File: config.mk
export PLATFORM = sky130hd
export DESIGN_NAME = core_run_ctrl_flat
export DESIGN_NICKNAME = d
export VERILOG_FILES = /design/src/rtl/core_run_ctrl_if.sv /design/src/rtl/core_run_ctrl.sv /design/src/flat_wrapper.sv
export SDC_FILE = /design/constraint.sdc
export NUM_CORES = 1
export LEC_CHECK = 0
export ABC_AREA = 1
export CORE_ASPECT_RATIO = 2
export CORE_MARGIN = 2
export CORE_UTILIZATION = 40
export DETAILED_ROUTE_END_ITERATION = 8
export GPL_ROUTABILITY_DRIVEN = 0
export MAX_ROUTING_LAYER = met4
export PLACE_DENSITY = 0.7
export SYNTH_ARGS = -nofsm -noshare
export SYNTH_HDL_FRONTEND = slang
export SYNTH_SLANG_ARGS = --single-unit
File: constraint.sdc
create_clock -name clk -period 2.2 [get_ports clk]
set_clock_uncertainty 0.15 [all_clocks]
set_input_delay 0.44 -clock clk [delete_from_list [all_inputs] [get_ports clk]]
set_output_delay 0.44 -clock clk [all_outputs]
set_load 0.02 [all_outputs]
File: src/rtl/core_run_ctrl_if.sv
`default_nettype none
// ----------------------------------------------------------------------------
// core_run_ctrl_if : switch/button and core-side signals of the run sequencer
// Revision 1.0
// ----------------------------------------------------------------------------
interface core_run_ctrl_if #(
  parameter int PcBit = 32
);
  logic [1:0]       mode;
  logic             step_btn;
  logic             resume;
  logic             bp_en;
  logic [PcBit-1:0] bp_addr;
  logic [PcBit-1:0] pc;
  logic             core_halt;
  logic             core_en;
  logic [1:0]       state;
  logic             bp_hit;

  modport master (
    output mode, step_btn, resume, bp_en, bp_addr, pc, core_halt,
    input  core_en, state, bp_hit
  );

  modport slave (
    input  mode, step_btn, resume, bp_en, bp_addr, pc, core_halt,
    output core_en, state, bp_hit
  );
endinterface
`default_nettype wire

File: src/rtl/core_run_ctrl.sv
`default_nettype none
// ----------------------------------------------------------------------------
// core_run_ctrl : clock-enable sequencer (stop/step/slow/fast, breakpoint, halt)
// Revision 1.0
// ----------------------------------------------------------------------------
module core_run_ctrl #(
  parameter int DivMax = 50_000_000,
  parameter int PcBit  = 32
) (
  input  wire logic      clk,
  input  wire logic      rst,
  core_run_ctrl_if.slave bus
);

  localparam int DivW = (DivMax > 1) ? $clog2(DivMax) : 1;
  localparam logic [DivW-1:0] DivLast = DivW'(DivMax - 1);

  typedef enum logic [1:0] {
    ST_IDLE   = 2'b00,
    ST_RUN    = 2'b01,
    ST_BREAK  = 2'b10,
    ST_HALTED = 2'b11
  } state_t;

  state_t          state_q, state_d;
  logic            core_en_q, core_en_d;
  logic            bp_hit_q, bp_hit_d;
  logic [DivW-1:0] div_q, div_d;
  logic            skip_q, skip_d;
  logic            sync1_q, sync1_d;
  logic            sync2_q, sync2_d;
  logic            prev_q, prev_d;

  logic [PcBit-1:0] pc_w;
  logic [PcBit-1:0] bp_addr_w;
  logic             step_edge;
  logic             gate_open;
  logic             match;
  logic             halt_now;
  logic             cand;

  assign pc_w      = bus.pc;
  assign bp_addr_w = bus.bp_addr;
  assign step_edge = sync2_q & ~prev_q;
  // Never issue back-to-back pulses, so pc/core_halt are settled when sampled.
  assign gate_open = ~core_en_q;
  assign match     = bus.bp_en & (pc_w == bp_addr_w) & ~skip_q;
  assign halt_now  = bus.core_halt & ~core_en_q;

  always_comb begin
    state_d   = state_q;
    core_en_d = 1'b0;
    div_d     = div_q;
    skip_d    = skip_q;
    cand      = 1'b0;
    sync1_d   = bus.step_btn;
    sync2_d   = sync1_q;
    prev_d    = sync2_q;

    case (state_q)
      ST_IDLE: begin
        if (bus.mode == 2'b01 && step_edge) begin
          cand = gate_open;
        end else if (bus.mode[1]) begin
          state_d = ST_RUN;
          div_d   = '0;
        end
      end
      ST_RUN: begin
        if (!bus.mode[1]) begin
          state_d = ST_IDLE;
        end else if (bus.mode[0]) begin
          cand = gate_open;
        end else if (div_q == DivLast) begin
          div_d = '0;
          cand  = gate_open;
        end else begin
          div_d = div_q + DivW'(1);
        end
      end
      ST_BREAK: begin
        if (bus.resume) begin
          skip_d  = 1'b1;
          div_d   = '0;
          state_d = bus.mode[1] ? ST_RUN : ST_IDLE;
        end
      end
      default: ;
    endcase

    if (cand) begin
      if (match) begin
        state_d = ST_BREAK;
      end else begin
        core_en_d = 1'b1;
        skip_d    = 1'b0;
      end
    end

    // Halt wins over any step, candidate or resume in the same cycle.
    if (halt_now) begin
      state_d   = ST_HALTED;
      core_en_d = 1'b0;
      skip_d    = skip_q;
    end

    bp_hit_d = (state_d == ST_BREAK);
  end

  always_ff @(posedge clk) begin
    if (rst) begin
      state_q   <= ST_IDLE;
      core_en_q <= 1'b0;
      bp_hit_q  <= 1'b0;
      div_q     <= '0;
      skip_q    <= 1'b0;
      sync1_q   <= 1'b0;
      sync2_q   <= 1'b0;
      prev_q    <= 1'b0;
    end else begin
      state_q   <= state_d;
      core_en_q <= core_en_d;
      bp_hit_q  <= bp_hit_d;
      div_q     <= div_d;
      skip_q    <= skip_d;
      sync1_q   <= sync1_d;
      sync2_q   <= sync2_d;
      prev_q    <= prev_d;
    end
  end

  assign bus.core_en = core_en_q;
  assign bus.state   = state_q;
  assign bus.bp_hit  = bp_hit_q;

endmodule
`default_nettype wire

File: src/flat_wrapper.sv
// flat-port wrapper written by rule: the top's interface ports become plain ports
module core_run_ctrl_flat 
#(
  parameter int DivMax = 50_000_000,
  parameter int PcBit  = 32
)
  (clk, rst, bus_mode, bus_step_btn, bus_resume, bus_bp_en, bus_bp_addr, bus_pc, bus_core_halt, bus_core_en, bus_state, bus_bp_hit);
  core_run_ctrl_if #(.PcBit(PcBit)) bus_i ();
  input  wire logic clk;
  input  wire logic rst;
  input wire logic [$bits(bus_i.mode)-1:0] bus_mode;
  input wire logic [$bits(bus_i.step_btn)-1:0] bus_step_btn;
  input wire logic [$bits(bus_i.resume)-1:0] bus_resume;
  input wire logic [$bits(bus_i.bp_en)-1:0] bus_bp_en;
  input wire logic [$bits(bus_i.bp_addr)-1:0] bus_bp_addr;
  input wire logic [$bits(bus_i.pc)-1:0] bus_pc;
  input wire logic [$bits(bus_i.core_halt)-1:0] bus_core_halt;
  output wire logic [$bits(bus_i.core_en)-1:0] bus_core_en;
  output wire logic [$bits(bus_i.state)-1:0] bus_state;
  output wire logic [$bits(bus_i.bp_hit)-1:0] bus_bp_hit;
  assign bus_i.mode = bus_mode;
  assign bus_i.step_btn = bus_step_btn;
  assign bus_i.resume = bus_resume;
  assign bus_i.bp_en = bus_bp_en;
  assign bus_i.bp_addr = bus_bp_addr;
  assign bus_i.pc = bus_pc;
  assign bus_i.core_halt = bus_core_halt;
  assign bus_core_en = bus_i.core_en;
  assign bus_state = bus_i.state;
  assign bus_bp_hit = bus_i.bp_hit;
  core_run_ctrl #(.DivMax(DivMax), .PcBit(PcBit)) u_core (.clk(clk), .rst(rst), .bus(bus_i));
endmodule
==> results.yml, run 1 <==
# generated from flow reports
status:
  outcome: "completed"
synthesis:
  ys_warn_count: 0
  async_flop_share_pct: 0
  ys.flop_type: "dfxtp_1"
  ys_sh_xor_pct: 3.83
  ys_top_logic_family: "simple AND/OR/NAND/NOR gates"
  synthTopCellsByArea: "dfxtp_1, nand2_1, inv_1"
  ys_area_um2: 2520
  yosys.area_share.simple_pct: 43.2
  mappedNetlistArea_um2: 2520
  muxShareOfSynthArea_pct: 0
  top_cell: "nand2_1"
  yosysTopAreaCellShare_pct: 27.0
setup_path:
  cp_cell_sequence: "inv_1 -> ha_1 -> inv_2 -> a21oi_2 -> nor2_2 -> nand2_4 -> nor3_2 -> nand2_1 -> nor2_2 -> nand3_1 -> nand2_1 -> nor2_1"
  cp.arrival_ns: 2.06
  path_class: "reg -> reg"
  start_kind: "flip-flop"
  crit_required_ns: 2.22
  crit_path_end_kind: "flip-flop"
floorplan:
  std_cell_rows: 40
  die_area_um2: 6980
  io-pin-count: 76
min_path:
  hp-class: "reg -> reg"
  whs_path_depth: 2
cells_and_area:
  areaGrowthSynthToFinish_pct: 42.5
  n_antenna_cell: 0
  nets: 584
  lay_top_cells: "nand2_1, inv_1, clkdlybuf4s50_1"
  post-route-util_pct: 59.3
timing:
  fin_ws_ns: 0.167
  hold_ws_ns: 0.257
  fin_crit_ns: 2.03
  rsz0062_at_grt: "no"
power_and_ir_drop:
  top_power_group: "the clock network"
  p_leak_nw: 1.62
  p_comb_share_pct: 22.7
  p_seq_w: 0.000639
  clock_power_w: 0.000714
  switchingPower_w: 0.000461
  power_frac_clock_pct: 40.8
grt:
  grt_pass1_vias: 2818
  antenna_found_initial: 0
cts:
  ctsLongestPathBuffers: 2
  cts_sinks: 34
  insertion_delay_ns: 0.28
  cts_resized: 0
placed_design:
  hpwl_um: 5970
  placed_cell_area_um2: 3440
detailed_routing:
  drcViolationCount: 0
run 1: sequential cells by signal (all words and copies together), names as in the netlist:
name	flops
u_core.skip_q	1
u_core.prev_q	1
u_core.div_q	26
u_core.bus.state	2
u_core.bus.bp_hit	1
u_core.sync1_q	1
u_core.bus.core_en	1
u_core.prev_d	1
run 1: final timing paths:
| kind | start | end |
|---|---|---|
| hold reg to reg | u_core.sync1_q$_SDFF_PP0_ | u_core.prev_d$_SDFF_PP0_ |
| hold / removal | u_core.sync1_q$_SDFF_PP0_ | u_core.prev_d$_SDFF_PP0_ |
| setup reg to reg | u_core.bus.state[0]$_SDFF_PP0_ | u_core.div_q[23]$_SDFFE_PP0P_ |
| setup / recovery | u_core.bus.state[0]$_SDFF_PP0_ | u_core.div_q[23]$_SDFFE_PP0P_ |
run 1: cell type report:
class	instances	area [um^2]
well taps	84	105
fillers	591	2470
flip-flops and latches	34	682
clock inverters	1	5.00
clock buffers	7	143
inverters	83	312
multi-input cells	297	1510
repair buffers	86	833
run 1: metal layers:
metal	share of wire [%]	global-route usage, %	wire (um)
met1	31	16.3	2180
met2	59	45.8	4110
met3	4.6	2.99	320
met4	4.9	13.9	340
met5	0	-	0
run 1: stage by stage:
stage | TNS (ns) | total power (W)
global placement | -0.0123 | 0.00104
detailed placement | -0.0420 | 0.00105
floorplan | 0 | 0.000845
CTS | 0 | 0.00176
global route | 0 | 0.00184
finish | 0 | 0.00175
run 1: worst max-delay path, delay by kind of cell (launching register included):
family | cells | cell delay, ns
AND/OR/NAND/NOR | 8 | 0.86
flip-flops | 1 | 0.39
AND-OR/OR-AND | 1 | 0.09
adder cells (fa/ha/maj) | 1 | 0.24
buffers and inverters | 2 | 0.19
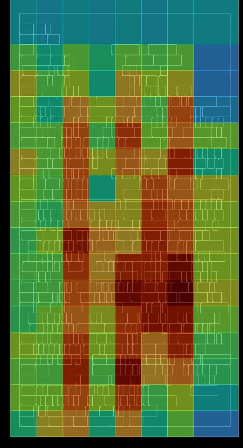
*Routing congestion, run 1*
Tot GR Track Use: 22.4%
met2 usage: 45.8%
Avg WL per Cell: 11.7 um

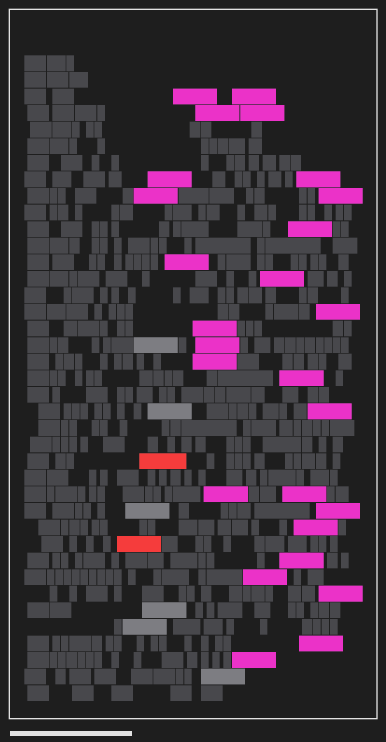
*Sequential cells coloured by netlist name, run 1*
The bar under the picture is 20 um long. Other sequential cells in the stronger grey, the rest of the logic in the fainter grey.
magenta -> u_core.div_q  # placed flops 26
red -> u_core.bus.state  # placed flops 2
not coloured = 6

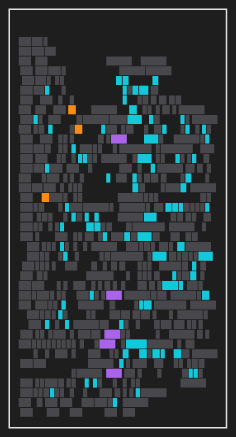
*Gate families picked out, run 1*
purple -> fa/ha/maj cells  # cells 5, most used ha_1
orange -> and/or cells  # cells 3, most used or2_2
cyan -> nor cells  # cells 81, most used nor2_1

### Wires at chosen ports, followed through buffers, run 1

The bar under the picture is 20 um long.
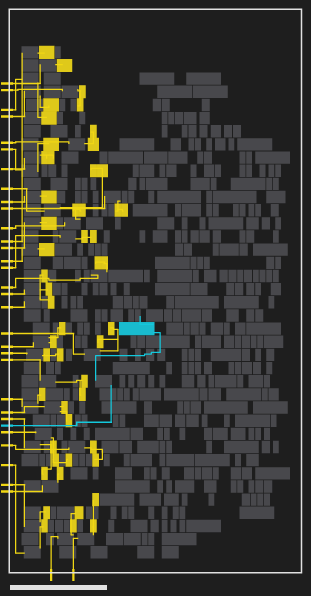

--- run 2 (diff from run 1) ---
--- a/config.mk
+++ b/config.mk
@@ -13,6 +13,7 @@
 export GPL_ROUTABILITY_DRIVEN = 0
 export MAX_ROUTING_LAYER = met4
 export PLACE_DENSITY = 0.7
+export REMOVE_ABC_BUFFERS = 1
 export SYNTH_ARGS = -nofsm -noshare
 export SYNTH_HDL_FRONTEND = slang
 export SYNTH_SLANG_ARGS = --single-unit
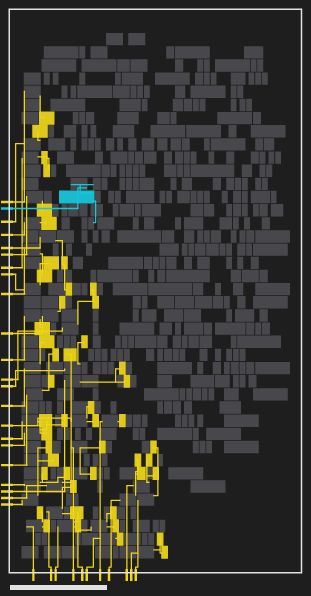
*Wires at chosen ports, followed through buffers, run 2*
The bar under the picture is 20 um long.
yellow -> bus_bp_addr  # bits 32, direction input, end cells 51, buffers 32, wire 666 um
cyan -> bus_core_en  # bits 1, direction output, end cells 1, buffers 1, wire 34.1 um
Buffers on Ports: 75
I/O Pins: 76

==> results.yml, run 2 <==
# generated from flow reports
timing:
  finalHoldViolCount: 0
  fin_crit_ns: 2.09
  max_slew_margin_pct: 75.5
  hold_ws_ns: 0.257
  slew_viol_final: 0
  rsz0062_at_grt: "no"
  fin_ws_ns: 0.105
cells_and_area:
  top_register: "u_core.div_q"
  post-route-util_pct: 59.6
  areaGrowthSynthToFinish_pct: 43.3
  lay_top_cells: "nand2_1, inv_1, clkdlybuf4s50_1"
  final_common_cell: "nand2_1"
  drive_above_1_share_pct: 11.8
  largest_register_ffs: 26
  nets: 586
  n_antenna_cell: 0
detailed_routing:
  drcViolationCount: 0
  maxUsedRoutingLayer: "met4"
  vias_per_cell: 4.69
  dr_wl_met3_um: 268
  met1_length_um: 2080
  met2_length_um: 4260
  ant_nets: 0
  dr.pass1.iters: 4
  wl_um: 6900
setup_path:
  r2r_cells: 8
  r2r_start: "u_core.bus.state[0]$_SDFF_PP0_"
  crit_required_ns: 2.20
  cp_max_fo: 11
  crit_path_end_kind: "flip-flop"
  path_class: "reg -> reg"
  start_kind: "flip-flop"
  worstReg2RegEnd: "u_core.div_q[13]$_SDFFE_PP0P_"
  cp.arrival_ns: 2.09
synthesis:
  syn_inst: 416
  muxShareOfSynthArea_pct: 0
  ys_ff: 34
  async_flop_share_pct: 0
  synthTopCellsByArea: "dfxtp_1, nand2_1, inv_1"
  mappedNetlistArea_um2: 2520
  ys_sh_xor_pct: 3.83
  ys_cells: 416
  ys.flop_type: "dfxtp_1"
  ys_top_logic_family: "simple AND/OR/NAND/NOR gates"
  ys_warn_count: 0
  synthDistinctLibCells: 36
  ys_area_um2: 2520
  top_cell: "nand2_1"
  yosysTopAreaCellShare_pct: 27.0
  yosys.area_share.simple_pct: 43.2
placed_design:
  placed_cell_area_um2: 3450
  hpwl_um: 6060
grt:
  grt_max_degree: 16
  grt.busiest_layer: "met2"
  antenna_found_initial: 0
  grt_pass1_vias: 2876
  grt_remaining_overflow: 0
  met2_usage_pct: 47.3
  use_met3_pct: 3.32
floorplan:
  die_area_um2: 6980
  std_cell_rows: 40
  die_h_um: 116
cts:
  ctsLongestPathBuffers: 2
  cts_sinks: 34
  clkTransAtPathRegs_ns: 0.05
  cts_resized: 0
  ctsHtreeMaxLevel: 2
  insertion_delay_ns: 0.28
  cts-buffers-inserted: 5
power_and_ir_drop:
  p_leak_nw: 1.63
  switchingPower_w: 0.000447
  power_frac_clock_pct: 40.4
  p_comb_share_pct: 22.9
status:
  outcome: "completed"
min_path:
  hp-class: "reg -> reg"
  hold_start: "u_core.sync1_q$_SDFF_PP0_"
  whs_path_depth: 2
  hold-path-endpoint: "u_core.prev_d$_SDFF_PP0_"
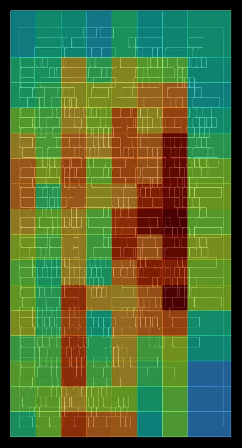
*Routing congestion, run 2*
Tot GR Track Use: 22.3%
Avg WL per Cell: 11.6 um
met1 Resource Use GR: 15.9%

-- run 2: area by class of cell --
cell class | count | area, um^2
Clock buffer | 7 | 143
Clock inverter | 1 | 5.00
Tap cell | 84 | 105
Sequential cell | 34 | 681
Fill cell | 561 | 2450
Timing Repair Buffer | 88 | 848
Inverter | 83 | 312
Multi-Input combinational cell | 297 | 1510
-- run 2: power by group through the flow --
stage          Clock, W  Sequential [W]  Combinational [W]
5_1_grt        0.000746        0.000639           0.000445
6_report       0.000703        0.000637           0.000399
3_3_place_gp          0        0.000650           0.000397
3_5_place_dp          0        0.000651           0.000402
4_1_cts        0.000712        0.000637           0.000404
2_1_floorplan         0        0.000655           0.000183
-- run 2: worst max-delay path: stages, from the launching register on --
cell      delay (ns)
dfxtp_1         0.39
inv_1           0.08
ha_1            0.32
o21ai_2         0.23
nor3_4          0.08
nand2_1         0.10
nand2_2         0.06
buf_4           0.18
a211oi_1        0.36
-- run 2: worst max-delay path by stage --
stage                                                to                            from  cells after the start
after global routing      u_core.div_q[23]$_SDFFE_PP0P_  u_core.bus.state[0]$_SDFF_PP0_                     12
final                     u_core.div_q[13]$_SDFFE_PP0P_  u_core.bus.state[0]$_SDFF_PP0_                      8
after detailed placement  u_core.div_q[13]$_SDFFE_PP0P_                      bus_resume                      7
after global placement    u_core.div_q[13]$_SDFFE_PP0P_                      bus_resume                      7
after CTS                 u_core.div_q[13]$_SDFFE_PP0P_  u_core.bus.state[0]$_SDFF_PP0_                      8
after floorplan           u_core.div_q[25]$_SDFFE_PP0P_  u_core.bus.state[0]$_SDFF_PP0_                     14
-- run 2: stage by stage --
step                power [W]  setup TNS, ns  cells
floorplan            0.000839              0    414
global placement      0.00105        -0.0152    586
detailed placement    0.00105        -0.0596    586
CTS                   0.00175              0    594
global route          0.00183              0    594
finish                0.00174              0    594
### Gate families picked out, run 2

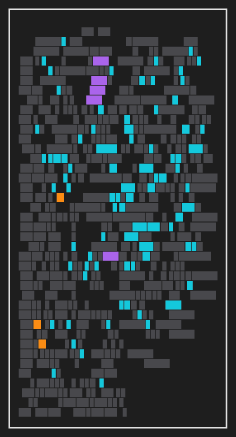

--- run 3 (diff from run 2) ---
--- a/config.mk
+++ b/config.mk
@@ -6,13 +6,15 @@
 export NUM_CORES = 1
 export LEC_CHECK = 0
 export ABC_AREA = 1
+export CELL_PAD_IN_SITES_DETAIL_PLACEMENT = 2
+export CELL_PAD_IN_SITES_GLOBAL_PLACEMENT = 2
 export CORE_ASPECT_RATIO = 2
 export CORE_MARGIN = 2
-export CORE_UTILIZATION = 40
+export CORE_UTILIZATION = 24
 export DETAILED_ROUTE_END_ITERATION = 8
 export GPL_ROUTABILITY_DRIVEN = 0
 export MAX_ROUTING_LAYER = met4
-export PLACE_DENSITY = 0.7
+export PLACE_DENSITY_LB_ADDON = 0.1
 export REMOVE_ABC_BUFFERS = 1
 export SYNTH_ARGS = -nofsm -noshare
 export SYNTH_HDL_FRONTEND = slang
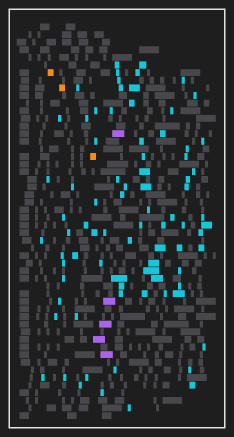
*Gate families picked out, run 3*
cyan -> nor cells  # cells 81, most used nor2_1, where widely spread
orange -> and/or cells  # cells 3, most used or2_2
purple -> fa/ha/maj cells  # cells 5, most used ha_1
combinational fraction of the cell area: 40.3%
most instantiated logic cell after routing: nand2_1
fin cells: 658

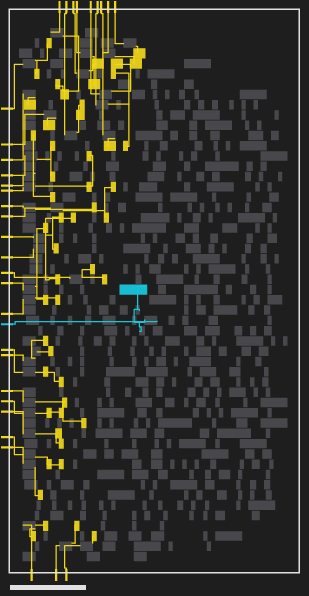
*Wires at chosen ports, followed through buffers, run 3*
The bar under the picture is 20 um long.
cyan -> bus_core_en  # bits 1, direction output, end cells 1, buffers 1, wire 59.5 um
yellow -> bus_bp_addr  # bits 32, direction input, end cells 51, buffers 33, wire 774 um

==> results.yml, run 3 <==
# generated from flow reports
cells_and_area:
  buf_share_pct: 25.2
  largest_register_ffs: 26
  regArea_um2: 683
  sh_seq_area_pct: 18.0
  fillers: 1298
  lay_top_cells: "nand2_1, inv_1, clkdlybuf4s50_1"
  final-clk-cell-share_pct: 3.89
  comb_cells: 297
  seq_cells: 34
  drive_above_1_share_pct: 14.9
  dominant_cells: "multi-input combinational cells"
  nets: 599
  inv_count: 83
  top_register: "u_core.div_q"
  comb_area_um2: 1530
  post-route-util_pct: 37.4
  num-nonclk-buffers: 101
setup_path:
  critPathSlowestCell: "dfxtp_1"
  start_kind: "flip-flop"
  cp_cell_sequence: "ha_1 -> nand2_2 -> nor2_4 -> nand2_1 -> nor2_2 -> nand2_2 -> nand2_1 -> nand2_1 -> nand2_2 -> inv_2 -> buf_12 -> o21ai_1 -> a21oi_2"
  critPathMaxStageDelay_ns: 0.36
  worstReg2RegEnd: "u_core.div_q[16]$_SDFFE_PP0P_"
  crit_required_ns: 2.22
  crit_path_end_kind: "flip-flop"
  path_buffers: 2
  cp_max_fo: 11
  path_class: "reg -> reg"
  critical_path.top_delay_family: "simple AND/OR/NAND/NOR gates"
  r2r_start: "u_core.div_q[1]$_SDFFE_PP0P_"
  cp.arrival_ns: 2.02
detailed_routing:
  maxUsedRoutingLayer: "met4"
  met2_length_um: 6480
  drcViolationCount: 0
  ant_nets: 0
  dr.pass1.iters: 4
  wl_um: 9890
  dr_wl_met3_um: 276
  met1_length_um: 2680
  vias_per_cell: 4.53
timing:
  rsz0062_at_grt: "no"
  hold_ws_ns: 0.267
  finalHoldViolCount: 0
  slew_viol_final: 0
  setup_tns_ns: 0
placed_design:
  dp_cells: 650
  hpwl_um: 8810
  io_buffers: 75
  placed_cell_area_um2: 3630
cts:
  ctsHtreeMaxLevel: 2
  ctsLongestPathBuffers: 2
  insertion_delay_ns: 0.28
  cts-buffers-inserted: 5
  clkTransAtPathRegs_ns: 0.05
  cts_sinks: 34
synthesis:
  top_cell: "nand2_1"
  yosysTopAreaCellShare_pct: 27.0
  ys_warn_count: 0
  ys_cells: 416
  ys_area_um2: 2520
  synthTopCellsByArea: "dfxtp_1, nand2_1, inv_1"
  ys.flop_type: "dfxtp_1"
  mappedNetlistArea_um2: 2520
  async_flop_share_pct: 0
  syn_inst: 416
grt:
  use_met3_pct: 2.30
  grt_max_degree: 12
  grt.busiest_layer: "met2"
  met2_usage_pct: 42.2
  grt_remaining_overflow: 0
  gr-usage-met1_pct: 12.6
  antenna_found_initial: 0
  grt_pass1_vias: 3440
floorplan:
  io-pin-count: 76
  die_h_um: 149
  std_cell_rows: 52
  tap_cells: 135
  die_area_um2: 11400
min_path:
  hold_start: "u_core.sync1_q$_SDFF_PP0_"
  hold-path-endpoint: "u_core.prev_d$_SDFF_PP0_"
  whs_path_depth: 2
power_and_ir_drop:
  p_leak_nw: 1.71
  switchingPower_w: 0.000490
  power_frac_clock_pct: 39.8
status:
  outcome: "completed"
run 3: cell counts after synthesis:
Identical to the previous run, type by type.
run 3: kinds of logic after synthesis:
logic type,after synthesis,share of synthesized area (%)
buffers and inverters,85,13.0
XOR/XNOR,11,3.83
flip-flops,34,27.0
adder cells (fa/ha/maj),5,2.49
AND-OR/OR-AND,45,10.4
AND/OR/NAND/NOR,236,43.2
run 3: tightest hold or removal path: cells and delay by family (launching register included):
kind / cells / cell delay (ns)
simple gates: 1 / 0.03
flops: 1 / 0.30
buf+inv: 1 / 0.05
run 3: how the worst max path moves through the flow:
| stage | cells past startpoint | slack, ns | start | end |
|---|---|---|---|---|
| final | 13 | 0.20 | u_core.div_q[1]$_SDFFE_PP0P_ | u_core.div_q[16]$_SDFFE_PP0P_ |
| after global routing | 13 | 0.003 | u_core.div_q[1]$_SDFFE_PP0P_ | u_core.div_q[16]$_SDFFE_PP0P_ |
| after CTS | 10 | 0.03 | u_core.bus.state[0]$_SDFF_PP0_ | u_core.div_q[17]$_SDFFE_PP0P_ |
| after detailed placement | 10 | -0.14 | bus_mode[0] | u_core.div_q[17]$_SDFFE_PP0P_ |
| after global placement | 10 | -0.13 | bus_mode[0] | u_core.div_q[17]$_SDFFE_PP0P_ |
| after floorplan | 14 | 0.15 | u_core.bus.state[0]$_SDFF_PP0_ | u_core.div_q[25]$_SDFFE_PP0P_ |
run 3: power by group through the flow:
stage               clock network [W]  registers [W]  logic, W
floorplan                           0       0.000655  0.000183
global placement                    0       0.000651  0.000434
detailed placement                  0       0.000652  0.000449
CTS                          0.000744       0.000639  0.000453
global route                 0.000763       0.000641  0.000491
finish                       0.000715       0.000640  0.000443
run 3: repair_timing:
item                       4_1_cts  5_1_grt
setup endpoints to repair        0       14
resized                          0        7
hold buffers                     0        0

==> gallery <==
Close-up of the layout.
image #1
The bar under the picture is 10 um long. Window x 7 to 32, y 25 to 50 um. Cells in grey, sequential cells in the stronger grey; small squares are vias.
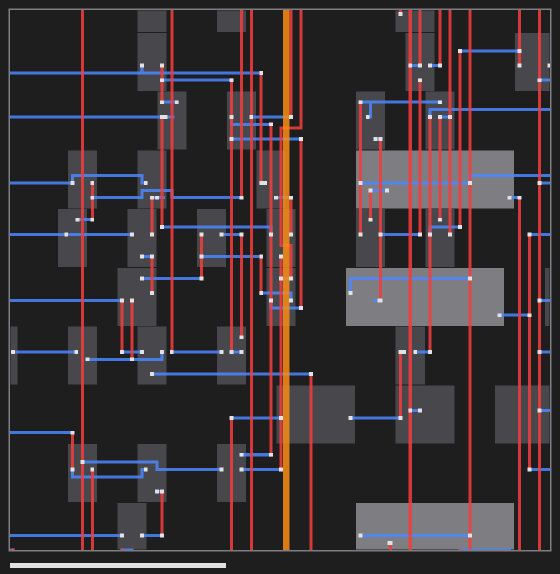
image #2
The bar under the picture is 10 um long. Window x 3 to 28, y 17 to 42 um. Cells in grey, sequential cells in the stronger grey; small squares are vias.
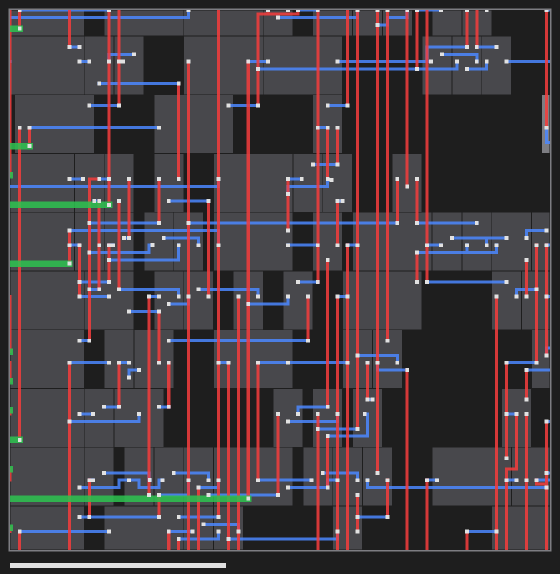
image #3
The bar under the picture is 10 um long. Window x 3 to 28, y 17 to 42 um. Cells in grey, sequential cells in the stronger grey; small squares are vias.
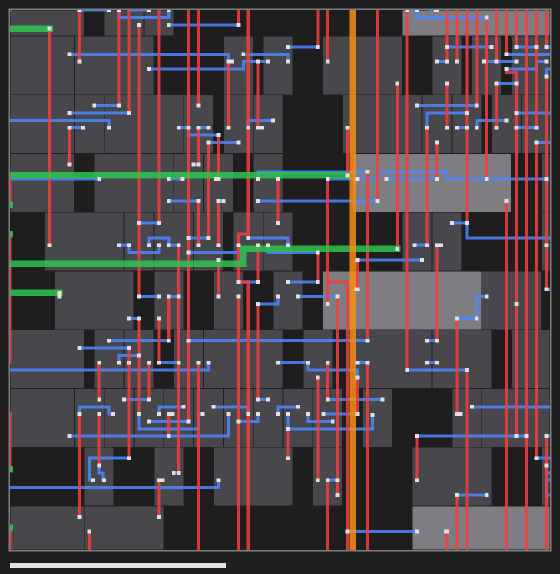
The one with the largest die is image #1.
Run 1 is image #3.
Run 3 is image #1.
Run 2 is image #2.

Key to image #3:
blue -> M1
orange -> M4
green -> M3
red -> M2
cells with their middle in the window = 67
most frequent = nand2_1 (20), clkdlybuf4s50_1 (18), inv_1 (16)
sequential cells in the window = 3

No activity file was given, so power comes from the tool's default toggle rates.
